<file path="config.mk">
export PLATFORM = sky130hd
export DESIGN_NAME = cgra_mport_arbiter_flat
export DESIGN_NICKNAME = d
export VERILOG_FILES = /design/src/rtl/cgra_mport_arbiter_if.sv /design/src/rtl/cgra_mport_arbiter.sv /design/src/flat_wrapper.sv
export SDC_FILE = /design/constraint.sdc
export NUM_CORES = 1
export LEC_CHECK = 0
export ABC_AREA = 0
export CORE_AREA = 3 3 167 169
export DETAILED_ROUTE_END_ITERATION = 12
export DIE_AREA = 0 0 170 172
export PLACE_DENSITY = 0.59
export SYNTH_ARGS = -nofsm -noshare
export SYNTH_HDL_FRONTEND = slang
export SYNTH_SLANG_ARGS = --single-unit
</file>
<file path="constraint.sdc">
create_clock -name clk_i -period 5.1 [get_ports clk_i]
set_input_delay 1.02 -clock clk_i [delete_from_list [all_inputs] [get_ports clk_i]]
set_output_delay 1.02 -clock clk_i [all_outputs]
set_load 0.02 [all_outputs]
</file>
<file path="src/rtl/cgra_mport_arbiter_if.sv">
// cgra_mport_arbiter_if
// Bundles the CGRA-side TCDM requester ports and the shared OBI-style bus
// master port of the memory-port arbiter.
//
// Handshake: a requester holds port_req_i (with we/be/addr/wdata) stable until
// it sees port_gnt_o in the same cycle; that cycle is the transfer. On the bus
// side a transfer happens in the cycle where bus_req_o && bus_gnt_i. Every
// transfer (read or write) is answered later by exactly one bus_rvalid_i
// pulse, in order; port_rvalid_o routes it to the issuing port and
// port_rdata_o carries the data.
//
// Modports:
//   slave  - the arbiter's view (consumes requests, drives the bus)
//   master - the environment's view (CGRA requesters plus the system bus)
interface cgra_mport_arbiter_if #(
  parameter int N_PORTS = 4,
  parameter int ADDR_W  = 32,
  parameter int DATA_W  = 32
);
  logic [N_PORTS-1:0]        port_req_i;
  logic [N_PORTS-1:0]        port_gnt_o;
  logic [N_PORTS-1:0]        port_rvalid_o;
  logic [N_PORTS-1:0]        port_we_i;
  logic [N_PORTS*4-1:0]      port_be_i;
  logic [N_PORTS*ADDR_W-1:0] port_addr_i;
  logic [N_PORTS*DATA_W-1:0] port_wdata_i;
  logic [DATA_W-1:0]         port_rdata_o;

  logic                      bus_req_o;
  logic                      bus_gnt_i;
  logic                      bus_rvalid_i;
  logic                      bus_we_o;
  logic [3:0]                bus_be_o;
  logic [ADDR_W-1:0]         bus_addr_o;
  logic [DATA_W-1:0]         bus_wdata_o;
  logic [DATA_W-1:0]         bus_rdata_i;

  modport slave (
    input  port_req_i, port_we_i, port_be_i, port_addr_i, port_wdata_i,
    input  bus_gnt_i, bus_rvalid_i, bus_rdata_i,
    output port_gnt_o, port_rvalid_o, port_rdata_o,
    output bus_req_o, bus_we_o, bus_be_o, bus_addr_o, bus_wdata_o
  );

  modport master (
    output port_req_i, port_we_i, port_be_i, port_addr_i, port_wdata_i,
    output bus_gnt_i, bus_rvalid_i, bus_rdata_i,
    input  port_gnt_o, port_rvalid_o, port_rdata_o,
    input  bus_req_o, bus_we_o, bus_be_o, bus_addr_o, bus_wdata_o
  );
endinterface

</file>
<file path="src/rtl/cgra_mport_arbiter.sv">
// cgra_mport_arbiter
// Round-robin arbiter sharing one OBI-style bus master port among N_PORTS
// CGRA TCDM requesters. The selection is locked while a request waits for
// grant, and an in-order ID FIFO routes each rvalid back to its issuer.
//
// Ports:
//   clk_i, rstn_i     clock, asynchronous active-low reset
//   mp                arbiter_if.slave: requester ports + shared bus port
//   err_o             sticky: rvalid arrived with nothing outstanding
//   dbg_rr_ptr_o      round-robin search start
//   dbg_lock_valid_o  selection currently held for a stalled request
//   dbg_fifo_cnt_o    number of transfers awaiting rvalid
module cgra_mport_arbiter #(
  parameter int N_PORTS         = 4,
  parameter int MAX_OUTSTANDING = 2,
  parameter int ADDR_W          = 32,
  parameter int DATA_W          = 32
) (
  input  logic                                  clk_i,
  input  logic                                  rstn_i,
  cgra_mport_arbiter_if.slave                   mp,
  output logic                                  err_o,
  output logic [$clog2(N_PORTS)-1:0]            dbg_rr_ptr_o,
  output logic                                  dbg_lock_valid_o,
  output logic [$clog2(MAX_OUTSTANDING+1)-1:0]  dbg_fifo_cnt_o
);
  localparam int IDX_W = $clog2(N_PORTS);
  localparam int PTR_W = (MAX_OUTSTANDING > 1) ? $clog2(MAX_OUTSTANDING) : 1;
  localparam int CNT_W = $clog2(MAX_OUTSTANDING + 1);
  localparam logic [CNT_W-1:0] FULL_CNT = CNT_W'(MAX_OUTSTANDING);
  localparam logic [PTR_W-1:0] LAST_PTR = PTR_W'(MAX_OUTSTANDING - 1);
  localparam logic [IDX_W-1:0] LAST_IDX = IDX_W'(N_PORTS - 1);

  logic [IDX_W-1:0] rr_ptr_q, rr_ptr_d;
  logic             lock_valid_q, lock_valid_d;
  logic [IDX_W-1:0] lock_idx_q, lock_idx_d;
  logic [IDX_W-1:0] fifo_mem_q [MAX_OUTSTANDING];
  logic [PTR_W-1:0] wr_ptr_q, wr_ptr_d;
  logic [PTR_W-1:0] rd_ptr_q, rd_ptr_d;
  logic [CNT_W-1:0] cnt_q, cnt_d;
  logic             err_q, err_d;

  logic [IDX_W-1:0] rr_idx;
  logic             rr_hit;
  logic [IDX_W:0]   cand;
  logic [IDX_W-1:0] sel_idx;
  logic [IDX_W-1:0] head_idx;
  logic             fifo_full;
  logic             accept;
  logic             pop;

  function automatic logic [PTR_W-1:0] ptr_inc(input logic [PTR_W-1:0] p);
    return (p == LAST_PTR) ? '0 : p + 1'b1;
  endfunction

  // First requester at or after rr_ptr_q, wrapping modulo N_PORTS.
  always_comb begin
    rr_idx = rr_ptr_q;
    rr_hit = 1'b0;
    cand   = '0;
    for (int i = 0; i < N_PORTS; i++) begin
      cand = {1'b0, rr_ptr_q} + (IDX_W+1)'(i);
      if (cand >= (IDX_W+1)'(N_PORTS)) cand = cand - (IDX_W+1)'(N_PORTS);
      if (!rr_hit && mp.port_req_i[cand[IDX_W-1:0]]) begin
        rr_hit = 1'b1;
        rr_idx = cand[IDX_W-1:0];
      end
    end
  end

  // A stalled request keeps its slot so the bus sees stable req/addr.
  assign sel_idx   = lock_valid_q ? lock_idx_q : rr_idx;
  assign fifo_full = (cnt_q == FULL_CNT);
  assign head_idx  = fifo_mem_q[rd_ptr_q];

  assign mp.bus_req_o   = (|mp.port_req_i) && !fifo_full;
  assign mp.bus_we_o    = mp.port_we_i[sel_idx];
  assign mp.bus_be_o    = mp.port_be_i[int'(sel_idx)*4 +: 4];
  assign mp.bus_addr_o  = mp.port_addr_i[int'(sel_idx)*ADDR_W +: ADDR_W];
  assign mp.bus_wdata_o = mp.port_wdata_i[int'(sel_idx)*DATA_W +: DATA_W];

  assign accept = mp.bus_req_o && mp.bus_gnt_i;
  assign pop    = mp.bus_rvalid_i && (cnt_q != '0);

  assign mp.port_gnt_o    = accept ? (N_PORTS'(1) << sel_idx) : '0;
  assign mp.port_rvalid_o = pop ? (N_PORTS'(1) << head_idx) : '0;
  assign mp.port_rdata_o  = mp.bus_rdata_i;

  always_comb begin
    rr_ptr_d     = rr_ptr_q;
    lock_valid_d = lock_valid_q;
    lock_idx_d   = lock_idx_q;
    wr_ptr_d     = wr_ptr_q;
    rd_ptr_d     = rd_ptr_q;
    cnt_d        = cnt_q;
    err_d        = err_q;

    if (accept) begin
      lock_valid_d = 1'b0;
      rr_ptr_d     = (sel_idx == LAST_IDX) ? '0 : sel_idx + 1'b1;
      wr_ptr_d     = ptr_inc(wr_ptr_q);
    end else if (mp.bus_req_o) begin
      lock_valid_d = 1'b1;
      lock_idx_d   = sel_idx;
    end

    if (pop) rd_ptr_d = ptr_inc(rd_ptr_q);

    case ({accept, pop})
      2'b10:   cnt_d = cnt_q + 1'b1;
      2'b01:   cnt_d = cnt_q - 1'b1;
      default: cnt_d = cnt_q;
    endcase

    if (mp.bus_rvalid_i && (cnt_q == '0)) err_d = 1'b1;
  end

  always_ff @(posedge clk_i or negedge rstn_i) begin
    if (!rstn_i) begin
      rr_ptr_q     <= '0;
      lock_valid_q <= 1'b0;
      lock_idx_q   <= '0;
      wr_ptr_q     <= '0;
      rd_ptr_q     <= '0;
      cnt_q        <= '0;
      err_q        <= 1'b0;
      for (int i = 0; i < MAX_OUTSTANDING; i++) fifo_mem_q[i] <= '0;
    end else begin
      rr_ptr_q     <= rr_ptr_d;
      lock_valid_q <= lock_valid_d;
      lock_idx_q   <= lock_idx_d;
      wr_ptr_q     <= wr_ptr_d;
      rd_ptr_q     <= rd_ptr_d;
      cnt_q        <= cnt_d;
      err_q        <= err_d;
      if (accept) fifo_mem_q[wr_ptr_q] <= sel_idx;
    end
  end

  assign err_o            = err_q;
  assign dbg_rr_ptr_o     = rr_ptr_q;
  assign dbg_lock_valid_o = lock_valid_q;
  assign dbg_fifo_cnt_o   = cnt_q;
endmodule
</file>
<file path="src/flat_wrapper.sv">
// flat-port wrapper written by rule: the top's interface ports become plain ports
module cgra_mport_arbiter_flat 
#(
  parameter int N_PORTS         = 4,
  parameter int MAX_OUTSTANDING = 2,
  parameter int ADDR_W          = 32,
  parameter int DATA_W          = 32
)
  (clk_i, rstn_i, err_o, dbg_rr_ptr_o, dbg_lock_valid_o, dbg_fifo_cnt_o, mp_port_req_i, mp_port_we_i, mp_port_be_i, mp_port_addr_i, mp_port_wdata_i, mp_bus_gnt_i, mp_bus_rvalid_i, mp_bus_rdata_i, mp_port_gnt_o, mp_port_rvalid_o, mp_port_rdata_o, mp_bus_req_o, mp_bus_we_o, mp_bus_be_o, mp_bus_addr_o, mp_bus_wdata_o);
  cgra_mport_arbiter_if #(.N_PORTS(N_PORTS), .ADDR_W(ADDR_W), .DATA_W(DATA_W)) mp_i ();
  input  logic clk_i;
  input  logic rstn_i;
  output logic err_o;
  output logic [$clog2(N_PORTS)-1:0] dbg_rr_ptr_o;
  output logic dbg_lock_valid_o;
  output logic [$clog2(MAX_OUTSTANDING+1)-1:0] dbg_fifo_cnt_o;
  input wire logic [$bits(mp_i.port_req_i)-1:0] mp_port_req_i;
  input wire logic [$bits(mp_i.port_we_i)-1:0] mp_port_we_i;
  input wire logic [$bits(mp_i.port_be_i)-1:0] mp_port_be_i;
  input wire logic [$bits(mp_i.port_addr_i)-1:0] mp_port_addr_i;
  input wire logic [$bits(mp_i.port_wdata_i)-1:0] mp_port_wdata_i;
  input wire logic [$bits(mp_i.bus_gnt_i)-1:0] mp_bus_gnt_i;
  input wire logic [$bits(mp_i.bus_rvalid_i)-1:0] mp_bus_rvalid_i;
  input wire logic [$bits(mp_i.bus_rdata_i)-1:0] mp_bus_rdata_i;
  output wire logic [$bits(mp_i.port_gnt_o)-1:0] mp_port_gnt_o;
  output wire logic [$bits(mp_i.port_rvalid_o)-1:0] mp_port_rvalid_o;
  output wire logic [$bits(mp_i.port_rdata_o)-1:0] mp_port_rdata_o;
  output wire logic [$bits(mp_i.bus_req_o)-1:0] mp_bus_req_o;
  output wire logic [$bits(mp_i.bus_we_o)-1:0] mp_bus_we_o;
  output wire logic [$bits(mp_i.bus_be_o)-1:0] mp_bus_be_o;
  output wire logic [$bits(mp_i.bus_addr_o)-1:0] mp_bus_addr_o;
  output wire logic [$bits(mp_i.bus_wdata_o)-1:0] mp_bus_wdata_o;
  assign mp_i.port_req_i = mp_port_req_i;
  assign mp_i.port_we_i = mp_port_we_i;
  assign mp_i.port_be_i = mp_port_be_i;
  assign mp_i.port_addr_i = mp_port_addr_i;
  assign mp_i.port_wdata_i = mp_port_wdata_i;
  assign mp_i.bus_gnt_i = mp_bus_gnt_i;
  assign mp_i.bus_rvalid_i = mp_bus_rvalid_i;
  assign mp_i.bus_rdata_i = mp_bus_rdata_i;
  assign mp_port_gnt_o = mp_i.port_gnt_o;
  assign mp_port_rvalid_o = mp_i.port_rvalid_o;
  assign mp_port_rdata_o = mp_i.port_rdata_o;
  assign mp_bus_req_o = mp_i.bus_req_o;
  assign mp_bus_we_o = mp_i.bus_we_o;
  assign mp_bus_be_o = mp_i.bus_be_o;
  assign mp_bus_addr_o = mp_i.bus_addr_o;
  assign mp_bus_wdata_o = mp_i.bus_wdata_o;
  cgra_mport_arbiter #(.N_PORTS(N_PORTS), .MAX_OUTSTANDING(MAX_OUTSTANDING), .ADDR_W(ADDR_W), .DATA_W(DATA_W)) u_core (.clk_i(clk_i), .rstn_i(rstn_i), .mp(mp_i), .err_o(err_o), .dbg_rr_ptr_o(dbg_rr_ptr_o), .dbg_lock_valid_o(dbg_lock_valid_o), .dbg_fifo_cnt_o(dbg_fifo_cnt_o));
endmodule
</file>
Fig. 1: run 1, cell sizes after repair
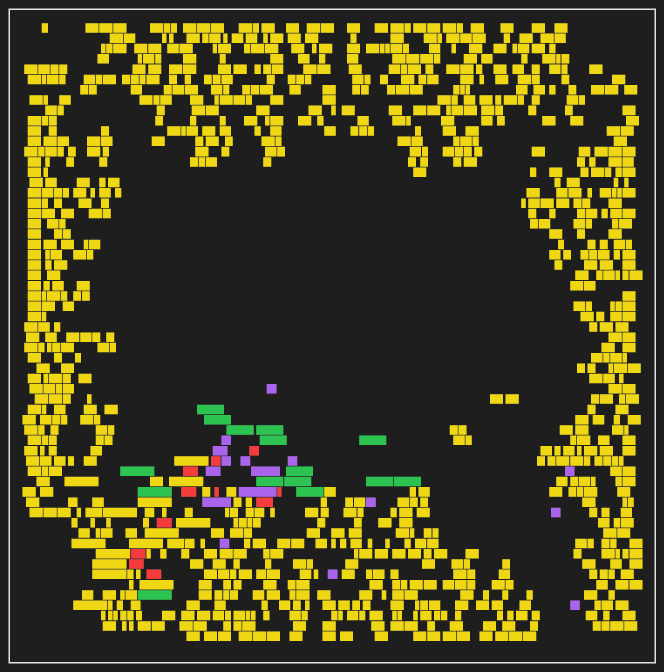
- x2: red (cells 11; most used mux2_2)
- x6 and larger: green (cells 15; most used buf_12)
- x3 and x4: purple (cells 16; most used buf_4)
- x1 and smaller: yellow (cells 921; most used clkdlybuf4s50_1)
P&R area growth vs syn: 89.2%
Setup WS post-layout: 155 ps
Buffers, non-clock: 390
post-layout instance area: 8400 sq um

Fig. 2: run 1, sequential cells grouped by signal name
Scale bar: 50 microns. Other sequential cells in the stronger gray, the rest of the logic in the fainter gray.
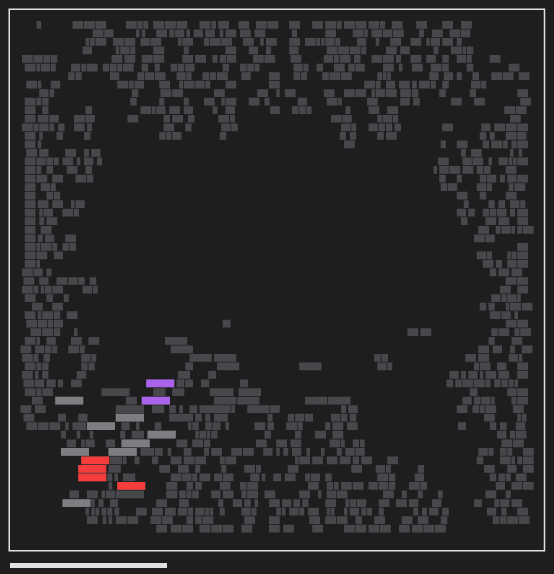
- `u_core.lock_idx_q`: purple (sequential cells 2)
- `u_core.fifo_mem_q`: red (sequential cells 4; where lower left)
- not colored: 8
Storage cell area: 350 sq um
Seq group: 0.000241 W
Seq area share: 4.17%
Final Util: 31.4%

==> metrics.cfg, run 1 <==
[worst_setup_path]
cp_cell_sequence=clkdlybuf4s50_1 > nor3b_1 > a2111o_2 > a31oi_4 > inv_2 > buf_12 > nand2_1 > a32oi_1 > clkdlybuf4s50_1
required_ps=4080
cpMostUsedCell=clkdlybuf4s50_1
cpLargestDelayFamily=buffers and inverters
arrival_ps=3920
cp.depth=9
path_class=input port to output pin
critPathLaunchType=input port
r2r_setup_slack_ps=2700
worst_setup_path_end_kind=output pin
cp_max_fo=39
cpMaxStageDelayCell=clkdlybuf4s50_1
path_buffers=4
r2r_end=u_core.dbg_rr_ptr_o[1]
worst_r2r_startpoint=u_core.dbg_rr_ptr_o[1]
max_stage_delay_ps=640

[sta]
fmax_mhz=202
setup_viol=0
maxSlewHeadroom_pct=57.0
slew_violations=0
tightestPinTransition_ps=643
finalCritPeriodShare_pct=97.0
rsz0062_at_grt=false
hold_violations=0
fin_hold_ws_ps=474

[clock_network]
cts_buffers=3
cts_tree=yes
root_buffer=clkbuf_16
post-cts-setup-buffers=0
hold_buffers=0
clk_path_buf_depth=2

[placed_design]
port_buffers=367
placedCellCount=1301
gp_congestion=0.821
dp_slack_ps=141

[routing]
routedWlPerCell_microns=20.6
dr_wl_met3_microns=2150
drc=0
drt_wl_total_microns=26900
drt-met1-wl_microns=11100
drt-initial-drc-count=403
top_layer_used=met4
viasPerCell=5.31

[global_route]
first_global_vias=6745
busiest_layer=met2
grt_overflow=0
grt_usage_pct=16.5
grt_pass1_wl_microns=38700

[synth]
synth_top_area_share_pct=16.0
async_reset_ff_share_pct=100
syn_avg_cell_area_sq_um=6.47
ff_type=dfrtp_1
synth_warnings=0
yosysSeqAreaShare_pct=7.89
synth-seq-cells=14
synthTopCellsByCount=142 x a21oi_1, 74 x nand2_1, 70 x a31oi_1, 70 x a32oi_1, 70 x and3_1
ys_cells=686

[pwr]
p_total_w=0.00532
p_leak_nw=3.15
irDropWorstVdd_v=0.000328

[final_layout]
final_layout_top_logic_cells=367 x clkdlybuf4s50_1, 142 x a21oi_1, 74 x nand2_1
fill_cells=2878
layout_top_cell=clkdlybuf4s50_1
layout-drive-gt1-share_pct=4.36
largest_reg_flops=4

[run_status]
outcome=complete, no violations

[floorplanning]
core_util_floorplan_pct=16.6
rows=60
core_sq_um=26700
ios=432

[min_path]
min_to=u_core.err_o
min_path_type=flip-flop to flip-flop
min-delay-start=u_core.err_o

Fig. 3: run 1, routed clock nets over the placement
Scale bar: 50 microns.
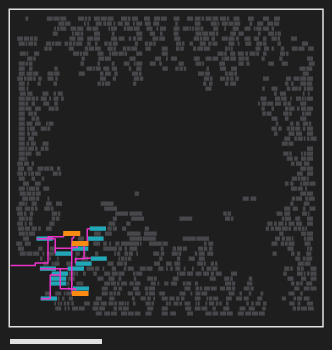
- clock-net drivers: orange (count 3)
- clock wires: magenta (length 209 microns)
- flip-flops: cyan (count 14)
- routed clock nets: 4
Clk pwr share: 2.7%
Final Skew: 1.42 ps

==> run 1: cell families after synthesis <==
kind of cell	synth area share (%)
AND-OR/OR-AND	55.9
XOR/XNOR	0.986
adder cells (fa/ha/maj)	0.564
buffers and inverters	13.7
flip-flops	7.89
multiplexers	1.52
AND/OR/NAND/NOR	19.4
==> run 1: where the power goes <==
part           internal (W)  switching [W]  total (W)
Clock              0.000102      0.0000405   0.000143
Combinational       0.00218        0.00276    0.00494
Sequential         0.000164      0.0000763   0.000241
==> run 1: layout make-up <==
type	count	area, sq um	area share, %
Sequential cell	14	350	4.17
Antenna cell	1	2.50	0.0298
Timing Repair Buffer	390	4000	47.6
Tap cell	341	427	5.08
Inverter	7	26.3	0.313
Clock buffer	3	75.1	0.894
Multi-Input combinational cell	549	3520	41.9
--- run 2 (diff from run 1) ---
CTS_BUF_LIST = sky130_fd_sc_hd__clkbuf_8   (was not set)
Fig. 4: run 2, wire density map
34 x 34 tiles, from dark blue (low) to red (high), scaled to the fullest tile. Values are wire area over tile area, all layers added.
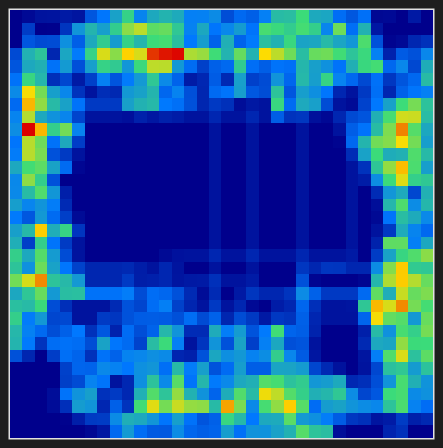
- nearly empty tiles: 24%
- emptiest ninth of the die: center
- fullest tile: 0.70
- tiles over half the peak: 11%
DRT Wirelength: 26,900 microns
GRT Util Overall: 16.5%
post-DR wirelength/cell: 20.6 microns
via count: 6,926

Fig. 5: run 2, sequential cells grouped by signal name
Scale bar: 50 microns. Other sequential cells in the stronger gray, the rest of the logic in the fainter gray.
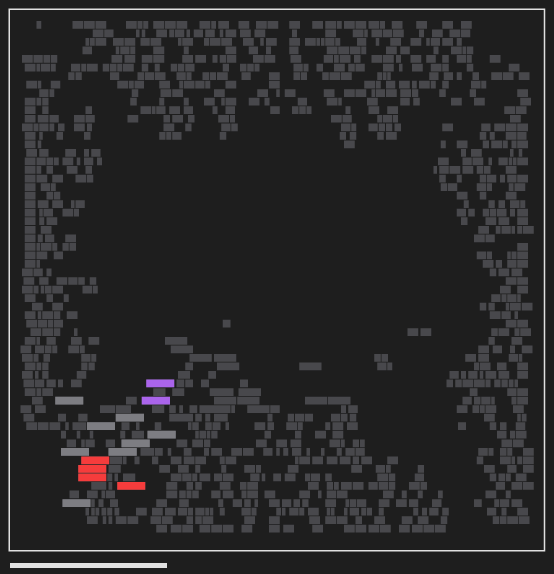
- `u_core.fifo_mem_q`: red (sequential cells 4; where lower left)
- `u_core.lock_idx_q`: purple (sequential cells 2)
Seq area share: 4.19%
Final Util: 31.3%
Seq group: 0.000240 W

==> metrics.cfg, run 2 <==
[synth]
yosysSeqAreaShare_pct=7.89  ; unchanged
synth_top_area_share_pct=16.0  ; unchanged
syn_avg_cell_area_sq_um=6.47  ; unchanged
synth-seq-cells=14  ; unchanged
synthTopCellsByCount=142 x a21oi_1, 74 x nand2_1, 70 x a31oi_1, 70 x a32oi_1, 70 x and3_1

[final_layout]
layout-drive-gt1-share_pct=4.36  ; unchanged
syn2layout_area_growth_pct=88.4
layout_top_cell=clkdlybuf4s50_1

[pwr]
p_sw_w=0.00287  ; about the same
p_sw_share_pct=54.5  ; +0.51 points
clock_power_w=0.0000866  ; -39%
p_total_w=0.00527  ; -0.95%
comb-power_w=0.00495  ; about the same

[run_status]
outcome=complete, no violations

[routing]
top_layer_used=met4
drt-initial-drc-count=389  ; -3.5%
drt-met1-wl_microns=11300  ; +2.1%

[clock_network]
root_buffer=clkbuf_8
cts_tree=yes
post-cts-setup-buffers=0  ; unchanged
cts_buffers=3  ; unchanged

[floorplanning]
rows=60  ; unchanged
ios=432  ; unchanged

[worst_setup_path]
critPathLaunchType=input port
r2r_end=u_core.dbg_rr_ptr_o[1]
arrival_ps=3940  ; +20 ps
cp.depth=9  ; unchanged
cp_max_fo=39  ; unchanged
required_ps=4080  ; about the same
r2r_setup_slack_ps=2690  ; about the same
cpMostUsedCell=clkdlybuf4s50_1

[global_route]
grt_pass1_wl_microns=38700  ; about the same
grt_overflow=0  ; unchanged

[placed_design]
gp_congestion=0.821  ; unchanged
port_buffers=367  ; unchanged

[sta]
finalCritPeriodShare_pct=97.2  ; +0.24 points
tightestPinTransition_ps=642  ; -0.926 ps
fin_hold_ws_ps=477  ; +2.45 ps
fin_skew_ps=2.37  ; +0.952 ps

[min_path]
min-delay-start=u_core.err_o

Fig. 6: run 2, cell placement
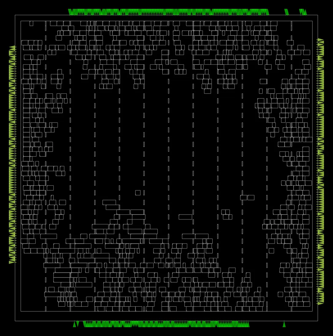
Core ar.: 26,700 sq um
final non-filler cell total: 1,305
Fillers: 2,880
Seq Cell Count: 14

run 2: cell counts after synthesis:
Identical to the previous run, type by type.
run 2: logic make-up after synthesis:
group | Yosys count | share of synthesized area [%]
adders and majority gates | 2 | 0.564
xor gates and xnor gates | 5 | 0.986
DFF | 14 | 7.89
and+or+nand+nor | 173 | 19.4
muxes | 6 | 1.52
buffers and inverters | 123 | 13.7
AOI/OAI and AO/OA | 363 | 55.9
run 2: cell type report:
class / instances / area (sq um)
fillers: 2880 / 18400
repair buffers: 390 / 4000
multi-input cells: 549 / 3520
well taps: 341 / 427
flip-flops and latches: 14 / 350
clock buffers: 3 / 41.3
inverters: 7 / 26.3
diodes: 1 / 2.50
--- run 3 (diff from run 2) ---
MAX_ROUTING_LAYER = met4   (was not set)
SKIP_CTS_REPAIR_TIMING = 1   (was not set)
Fig. 7: run 3, cell sizes after repair
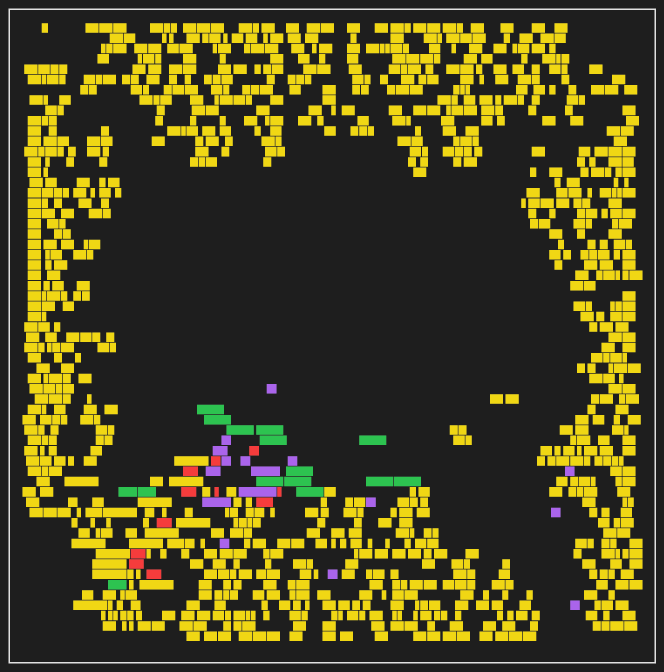
- x1 and smaller: yellow (cells 921; most used clkdlybuf4s50_1)
- x6 and larger: green (cells 15; most used buf_12)
- x3 and x4: purple (cells 16; most used buf_4)
- x2: red (cells 11; most used mux2_2)
P&R area growth vs syn: 88.4%
post-layout instance area: 8370 sq um
Setup WS post-layout: 155 ps

Fig. 8: run 3, cell placement
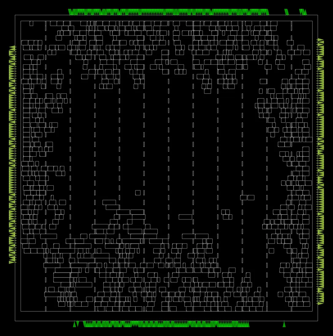
# Taps: 341
Cell Rows: 60

==> metrics.cfg, run 3 <==
[run_status]
outcome=complete, no violations

[placed_design]
gp_congestion=0.836  ; +1.8%
placedCellCount=1301

[synth]
synth_top_area_share_pct=16.0  ; unchanged
synth_warnings=0
synthMuxAreaShare_pct=1.52  ; unchanged
synth.cellmix.simpleShare_pct=19.4  ; unchanged
synth_nets=1004
syn_avg_cell_area_sq_um=6.47  ; unchanged
yosysSeqAreaShare_pct=7.89  ; unchanged
ys_area_sq_um=4440
synthAdderAreaFrac_pct=0.564  ; unchanged
synth-seq-cells=14  ; unchanged
ys_top_logic_family=AND-OR/OR-AND gates
xor_share_pct=0.986  ; unchanged
synthAoiAreaFrac_pct=55.9  ; unchanged

[routing]
routedWlPerCell_microns=20.6  ; about the same
drt-initial-drc-count=348  ; -11%
drt-met1-wl_microns=11300  ; about the same
top_layer_used=met4

[pwr]
comb-power_w=0.00494  ; about the same
p_sw_share_pct=54.5  ; about the same
power_frac_seq_pct=4.6
p_sw_w=0.00287  ; -0.12%
power.share.clock_pct=1.6
seq_cell_power_w=0.000240  ; about the same
powerDensity_nw_per_um2=630
clock_power_w=0.0000868  ; about the same
combPwrFrac_pct=93.8

[final_layout]
logic_area_sq_um=3520  ; unchanged
sh_comb_area_pct=42.1  ; unchanged
regArea_sq_um=350  ; unchanged
flop-count=14  ; unchanged
top_register=u_core.fifo_mem_q
fill_cells=2880  ; unchanged
nonClkBufAreaFrac_pct=47.8  ; unchanged
clk_share_pct=0.494  ; unchanged
fin_nets=1283
inverters=7  ; unchanged
seq_share_pct=4.19  ; unchanged
dominant_cells=non-clock buffers
num_antenna_cells=1  ; unchanged
n_all_buffers=390  ; unchanged
final_layout_top_logic_cells=367 x clkdlybuf4s50_1, 142 x a21oi_1, 74 x nand2_1
nClkBuffers=3  ; unchanged
comb_cells=549  ; unchanged
layout_top_cell=clkdlybuf4s50_1
final_cells=1305  ; unchanged

[min_path]
min-delay-start=u_core.err_o

[sta]
finalCritPeriodShare_pct=97.0  ; -0.23 points
fin_crit_ps=4950
fin_skew_ps=2.86  ; +0.494 ps
tightestPinTransition_ps=638  ; -4.37 ps

[global_route]
grt_pass1_wl_microns=38700  ; about the same
grt_overflow=0  ; unchanged

[floorplanning]
ios=432  ; unchanged
core_sq_um=26700  ; unchanged

[worst_setup_path]
required_ps=4080  ; about the same
critPathLaunchType=input port
cp_max_fo=39  ; unchanged
arrival_ps=3930  ; about the same
r2r_end=u_core.dbg_rr_ptr_o[1]
r2r_setup_slack_ps=2690  ; about the same

[clock_network]
cts_tree=yes
root_buffer=clkbuf_8
cts_buffers=3  ; unchanged

Fig. 9: run 3, wire density map
34 x 34 tiles, from dark blue (low) to red (high), scaled to the fullest tile. Values are wire area over tile area, all layers added.
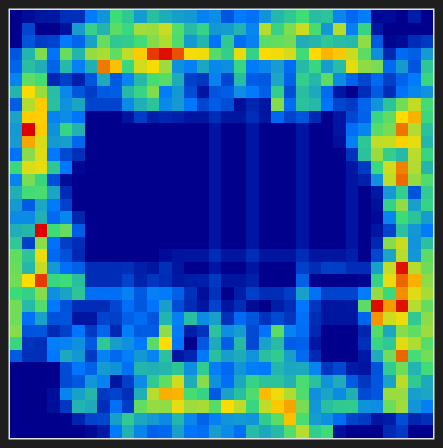
- mean over tiles: 0.15
- tiles over half the peak: 17%
- nearly empty tiles: 23%
- emptiest ninth of the die: center
- fullest tile: 0.60
via count: 6,932
DRT Wirelength: 26,900 microns
GRT Util Overall: 17.0%

[run 3: cell counts after synthesis]
No cell type changed its count.
[run 3: critical path: stages]
cell and delay (ps):
clkdlybuf4s50_1 490, nor3b_1 440, a2111o_2 240, a31oi_4 130, inv_2 360, buf_12 260
nand2_1 90, a32oi_1 180, clkdlybuf4s50_1 640
[run 3: stage by stage]
| stage | hold WS, ps | total power, W | utilization [%] |
|---|---|---|---|
| after global placement | 446 | 0.00518 | 31.1 |
| after detailed placement | 462 | 0.00519 | 31.1 |
| after floorplan | 469 | 0.00302 | - |
| after CTS | 480 | 0.00530 | 31.3 |
| final | 477 | 0.00527 | 31.3 |
| after global routing | 501 | 0.00564 | 31.3 |
Power and IR drop assume default switching activity.
